**src/rtl/ac_scan_ctrl_if.sv**
```systemverilog
// rtl/ac_scan_ctrl_if.sv - text stream and table lookup bus for the Aho-Corasick scan sequencer
interface ac_scan_ctrl_if #(
    parameter int STATE_W = 8,
    parameter int CHAR_W  = 4
);
    logic               char_valid;
    logic [CHAR_W-1:0]  char_in;
    logic               char_last;
    logic               char_ready;

    logic               tbl_req;
    logic [STATE_W-1:0] tbl_state;
    logic [CHAR_W-1:0]  tbl_chara;
    logic               tbl_ack;
    logic               tbl_hit;
    logic [STATE_W-1:0] tbl_next;
    logic [STATE_W-1:0] tbl_fail;
    logic               tbl_out;

    modport slave (
        input  char_valid, char_in, char_last,
        input  tbl_ack, tbl_hit, tbl_next, tbl_fail, tbl_out,
        output char_ready,
        output tbl_req, tbl_state, tbl_chara
    );

    modport master (
        output char_valid, char_in, char_last,
        output tbl_ack, tbl_hit, tbl_next, tbl_fail, tbl_out,
        input  char_ready,
        input  tbl_req, tbl_state, tbl_chara
    );
endinterface

```
**src/rtl/ac_scan_ctrl.sv**
```systemverilog
// rtl/ac_scan_ctrl.sv - Aho-Corasick goto/failure walk sequencer with match and completion reporting
module ac_scan_ctrl #(
    parameter int STATE_W  = 8,
    parameter int CHAR_W   = 4,
    parameter int POS_W    = 16,
    parameter int MAX_FAIL = 15
) (
    input  logic               i_clk,
    input  logic               i_rst,
    input  logic               i_en,
    ac_scan_ctrl_if.slave      bus,
    output logic [STATE_W-1:0] o_now_state,
    output logic               o_match,
    output logic [STATE_W-1:0] o_match_state,
    output logic [POS_W-1:0]   o_match_pos,
    output logic               o_done,
    output logic               o_busy,
    output logic               o_err
);
    localparam int FC_W = (MAX_FAIL < 1) ? 1 : $clog2(MAX_FAIL + 1);

    typedef enum logic [1:0] {
        S_IDLE   = 2'd0,
        S_LOOKUP = 2'd1,
        S_DONE   = 2'd2
    } fsm_t;

    fsm_t               r_fsm;
    logic [CHAR_W-1:0]  r_char;
    logic               r_last;
    logic [STATE_W-1:0] r_state;
    logic [POS_W-1:0]   r_pos;
    logic [FC_W-1:0]    r_fail_cnt;
    logic               r_req;
    logic               r_match;
    logic [STATE_W-1:0] r_match_state;
    logic [POS_W-1:0]   r_match_pos;
    logic               r_done;
    logic               r_err;

    logic w_ack;
    logic w_take_fail;
    logic w_consume;
    logic w_overflow;

    // Only an acknowledged request in LOOKUP counts; stray acks are dropped.
    always_comb begin
        w_ack       = 1'b0;
        w_take_fail = 1'b0;
        w_consume   = 1'b0;
        w_overflow  = 1'b0;
        if (r_fsm == S_LOOKUP && r_req && bus.tbl_ack) begin
            w_ack = 1'b1;
        end
        if (w_ack && !bus.tbl_hit && r_state != '0) begin
            if (r_fail_cnt < FC_W'(MAX_FAIL)) begin
                w_take_fail = 1'b1;
            end else begin
                w_overflow = 1'b1;
            end
        end
        w_consume = w_ack && !w_take_fail;
    end

    always_ff @(posedge i_clk or posedge i_rst) begin
        if (i_rst) begin
            r_fsm         <= S_IDLE;
            r_char        <= '0;
            r_last        <= 1'b0;
            r_state       <= '0;
            r_pos         <= '0;
            r_fail_cnt    <= '0;
            r_req         <= 1'b0;
            r_match       <= 1'b0;
            r_match_state <= '0;
            r_match_pos   <= '0;
            r_done        <= 1'b0;
            r_err         <= 1'b0;
        end else if (i_en) begin
            r_match <= 1'b0;
            r_done  <= 1'b0;
            case (r_fsm)
                S_IDLE: begin
                    if (bus.char_valid) begin
                        r_char     <= bus.char_in;
                        r_last     <= bus.char_last;
                        r_fail_cnt <= '0;
                        r_req      <= 1'b1;
                        r_fsm      <= S_LOOKUP;
                    end
                end
                S_LOOKUP: begin
                    // A failure step leaves the request low for one cycle before re-issuing.
                    if (!r_req) begin
                        r_req <= 1'b1;
                    end
                    if (w_take_fail) begin
                        r_state    <= bus.tbl_fail;
                        r_fail_cnt <= r_fail_cnt + 1'b1;
                        r_req      <= 1'b0;
                    end
                    if (w_consume) begin
                        r_req  <= 1'b0;
                        r_pos  <= r_pos + 1'b1;
                        r_done <= r_last;
                        r_fsm  <= r_last ? S_DONE : S_IDLE;
                        if (bus.tbl_hit) begin
                            r_state       <= bus.tbl_next;
                            r_match       <= bus.tbl_out;
                            r_match_state <= bus.tbl_next;
                            r_match_pos   <= r_pos;
                        end else begin
                            r_state <= '0;
                        end
                        if (w_overflow) begin
                            r_err <= 1'b1;
                        end
                    end
                end
                S_DONE: begin
                    r_state <= '0;
                    r_pos   <= '0;
                    r_fsm   <= S_IDLE;
                end
                default: begin
                    r_fsm <= S_IDLE;
                end
            endcase
        end
    end

    assign bus.char_ready = i_en && !i_rst && (r_fsm == S_IDLE);
    assign bus.tbl_req    = r_req;
    assign bus.tbl_state  = r_state;
    assign bus.tbl_chara  = r_char;

    assign o_now_state   = r_state;
    assign o_match       = r_match;
    assign o_match_state = r_match_state;
    assign o_match_pos   = r_match_pos;
    assign o_done        = r_done;
    assign o_busy        = (r_fsm != S_IDLE);
    assign o_err         = r_err;
endmodule

```
**src/flat_wrapper.sv**
```systemverilog
// flat-port wrapper written by rule: the top's interface ports become plain ports
module ac_scan_ctrl_flat 
#(
    parameter int STATE_W  = 8,
    parameter int CHAR_W   = 4,
    parameter int POS_W    = 16,
    parameter int MAX_FAIL = 15
)
  (i_clk, i_rst, i_en, o_now_state, o_match, o_match_state, o_match_pos, o_done, o_busy, o_err, bus_char_valid, bus_char_in, bus_char_last, bus_tbl_ack, bus_tbl_hit, bus_tbl_next, bus_tbl_fail, bus_tbl_out, bus_char_ready, bus_tbl_req, bus_tbl_state, bus_tbl_chara);
  ac_scan_ctrl_if #(.STATE_W(STATE_W), .CHAR_W(CHAR_W)) bus_i ();
  input  logic i_clk;
  input  logic i_rst;
  input  logic i_en;
  output logic [STATE_W-1:0] o_now_state;
  output logic o_match;
  output logic [STATE_W-1:0] o_match_state;
  output logic [POS_W-1:0] o_match_pos;
  output logic o_done;
  output logic o_busy;
  output logic o_err;
  input wire logic [$bits(bus_i.char_valid)-1:0] bus_char_valid;
  input wire logic [$bits(bus_i.char_in)-1:0] bus_char_in;
  input wire logic [$bits(bus_i.char_last)-1:0] bus_char_last;
  input wire logic [$bits(bus_i.tbl_ack)-1:0] bus_tbl_ack;
  input wire logic [$bits(bus_i.tbl_hit)-1:0] bus_tbl_hit;
  input wire logic [$bits(bus_i.tbl_next)-1:0] bus_tbl_next;
  input wire logic [$bits(bus_i.tbl_fail)-1:0] bus_tbl_fail;
  input wire logic [$bits(bus_i.tbl_out)-1:0] bus_tbl_out;
  output wire logic [$bits(bus_i.char_ready)-1:0] bus_char_ready;
  output wire logic [$bits(bus_i.tbl_req)-1:0] bus_tbl_req;
  output wire logic [$bits(bus_i.tbl_state)-1:0] bus_tbl_state;
  output wire logic [$bits(bus_i.tbl_chara)-1:0] bus_tbl_chara;
  assign bus_i.char_valid = bus_char_valid;
  assign bus_i.char_in = bus_char_in;
  assign bus_i.char_last = bus_char_last;
  assign bus_i.tbl_ack = bus_tbl_ack;
  assign bus_i.tbl_hit = bus_tbl_hit;
  assign bus_i.tbl_next = bus_tbl_next;
  assign bus_i.tbl_fail = bus_tbl_fail;
  assign bus_i.tbl_out = bus_tbl_out;
  assign bus_char_ready = bus_i.char_ready;
  assign bus_tbl_req = bus_i.tbl_req;
  assign bus_tbl_state = bus_i.tbl_state;
  assign bus_tbl_chara = bus_i.tbl_chara;
  ac_scan_ctrl #(.STATE_W(STATE_W), .CHAR_W(CHAR_W), .POS_W(POS_W), .MAX_FAIL(MAX_FAIL)) u_core (.i_clk(i_clk), .i_rst(i_rst), .i_en(i_en), .bus(bus_i), .o_now_state(o_now_state), .o_match(o_match), .o_match_state(o_match_state), .o_match_pos(o_match_pos), .o_done(o_done), .o_busy(o_busy), .o_err(o_err));
endmodule
```
**config.mk**
```make
export PLATFORM = sky130hd
export DESIGN_NAME = ac_scan_ctrl_flat
export DESIGN_NICKNAME = d
export VERILOG_FILES = /design/src/rtl/ac_scan_ctrl_if.sv /design/src/rtl/ac_scan_ctrl.sv /design/src/flat_wrapper.sv
export SDC_FILE = /design/constraint.sdc
export NUM_CORES = 1
export LEC_CHECK = 0
export CORE_MARGIN = 4
export CORE_UTILIZATION = 44
export CTS_CLUSTER_SIZE = 40
export DETAILED_ROUTE_END_ITERATION = 6
export PLACE_DENSITY = 0.76
export REMOVE_ABC_BUFFERS = 1
export SKIP_CTS_REPAIR_TIMING = 1
export SYNTH_ARGS = -nofsm -noshare
export SYNTH_HDL_FRONTEND = slang
export SYNTH_SLANG_ARGS = --single-unit
```
**constraint.sdc**
```tcl
create_clock -name i_clk -period 2.7 [get_ports i_clk]
set_input_delay 0.54 -clock i_clk [delete_from_list [all_inputs] [get_ports i_clk]]
set_output_delay 0.54 -clock i_clk [all_outputs]
set_load 0.005 [all_outputs]
```
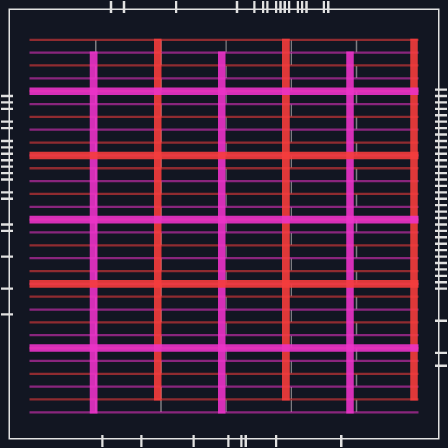
(power grid)
Pins as bars on the die edge. Tap cells in grey.
| colour | net |
|---|---|
| red | VDD |
| magenta | VSS |
tap cells: 77
met5 straps: 5
Die W: 90.6 um
Die H: 90.6 um
Peak VDD IR: 0.408 mV
core area: 6490 um^2

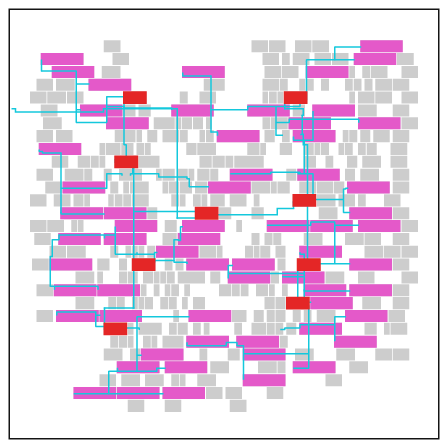
(clock distribution)
[magenta] flip-flops | count: 63
[red] clock-net drivers | count: 9
[cyan] clock wires | length: 809 um
flops lie: widely spread
Clock Skew: 9.89 ps
Late-Pin Clk Latency: 340 ps
P_clk: 0.726 mW

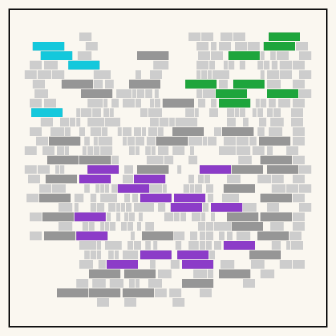
(sequential cells coloured by netlist name)
| colour | name in the netlist | flops |
|---|---|---|
| purple | `u_core.r_pos` | 16 |
| green | `u_core.bus.tbl_state` | 8 |
| cyan | `u_core.bus.tbl_chara` | 4 |
not coloured: 35
sequential cell area share: 39.4%
final core utilization: 61.6%
Seq. pwr: 1.36 mW
Seq. cell area: 1580 um^2

==> run summary <==
fresh numbers from the pnr run: status finished, final reports clean, logic share of the area 32.1%, gr ovfl total 0, Top area cell types dfrtp_1 (52%), mux2_2 (11%), nand3_1 (4.8%), Syn. warnings 0, clock-pin slew on the worst setup and hold paths 70 ps, reg2reg start u_core.r_fsm[1], yosys cell count 289, met3 WL post-DR 420 um, Max Slew Vio Count 0, number of hold violations in the final report 0, worst r2r dst u_core.r_pos[8], total power 3.31 mW, Comb gate area 1280 um^2, crit path max fanout 15, largest net degree at the start of global routing 64, clk sinks 63, hold path depth 1, CTS Buf Count 9, Mapped Area 3000 um^2, Inverters excl. clock 9, DR iter-0 viols 87, f_max 439 MHz, cycle use final 84.3%, layout cells sized above 1 16.2%, non-clk buf share 20.9%, YS chip area 3000 um^2, Data arrival, critical path 2520 ps, worst relative slew slack 42.5%, min-delay src u_core.r_pos[15], count leader, synth dfrtp_1, sw frac 32.1%, met2 wire length 3260 um, M1 GR Usage 24.9%, number of inserted diodes 0, design area 4000 um^2, first drt pass iteration count 4, Vias/cell 5.60, placed insts 431, DP HPWL 5100 um, Biggest consumer registers, ClkCell Share 4.38%, routability cong. 0.811, cell-internal power 2.25 mW, Flop pwr share 41.1%, crit path kind register to register, sequential cells 63, Top Layout Cells clkdlybuf4s50_1 (77), dfrtp_1 (63), nand3_1 (29), nand2_1 (29), mux2_2 (29), well tap count 77, antenna violations before repair 0, CP cell instances inv_1 -> ha_1 -> and3_1 -> nand2_1 -> nor3_2 -> nand2_1 -> o31ai_1, setup slack at placement 341 ps, unrepaired setup endpoints after global routing false, Final TNS setup 0 ps, routed vias 2505, Residual DRC 0, Comb gates 196, post-synth top area cell dfrtp_1, Root Driver clkbuf_8, Least-Margin Pin Slew 856 ps, CP max stage cell ha_1, syn_area_per_cell 10.4 um^2, row cnt 29, clock period minus worst slack 2280 ps, final wirelength 7200 um, wl on met1 3370 um, crit-path leading delay family simple AND/OR/NAND/NOR gates, worst setup margin 423 ps, Pleak 1.71 nW, first-pass GRT wire length 12400 um, CP Data Required Time 2940 ps, CTS tree built, Post-synth EDFFs 0, Gate power share 37.0%, tool warnings 27, Hold EP u_core.r_pos[15], PortBufs 77, hold slack final 477 ps, CTS max path bufs 2, Post-synth top cells dfrtp_1 (63), mux2_2 (29), nand2_1 (29), nand3_1 (29), o21ai_0 (25), fin cells 447, reg2reg path depth 7, final setup fails 0, Post-synth top flop dfrtp_1, Commonest Layout Cell clkdlybuf4s50_1, Max-cap violations 0, Cells after Synth 289, PwrDens 828 nW/um^2, Worst Setup End Kind register, Placement Cell Area 3830 um^2, # fillers 562, Die Size 8210 um^2, Synth-to-Final Area Change 33.3%, gr busiest metal met2, register-to-register setup slack 420 ps
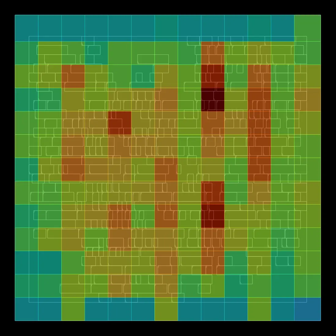
(routing congestion map)
wire length per cell: 16.1 um
met2 Use GR: 28.5%

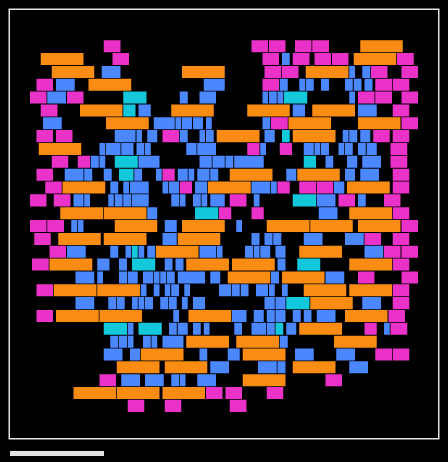
(placed cells, one colour a class)
The bar under the picture is 20 um long.
| colour | class | cells | share of their area |
|---|---|---|---|
| orange | registers | 63 | 40% |
| blue | remaining logic cells | 205 | 34% |
| cyan | clock drivers and dummy loads | 16 | 4.5% |
| magenta | remaining buffers and delay cells | 86 | 21% |

[worst max path at each step]
stage | startpoint | cells after the start | slack, ps | endpoint
6_report | u_core.r_fsm[1] | 7 | 420 | u_core.r_pos[8]
5_1_grt | u_core.r_fsm[1] | 7 | 90 | u_core.r_pos[8]
4_1_cts | i_rst | 4 | 420 | bus_char_ready
3_5_place_dp | bus_tbl_ack | 6 | 340 | u_core.r_pos[8]
3_3_place_gp | i_rst | 4 | 420 | bus_char_ready
2_1_floorplan | i_rst | 2 | -10 | bus_char_ready
[kinds of logic after synthesis]
family	Yosys count	share of synthesized area (%)
compound gates	58	12.5
simple gates	104	17.2
fa+ha+maj	5	2.08
flops	63	52.5
buf+inv	30	4.79
mux	29	10.9
Power and IR drop assume default switching activity.
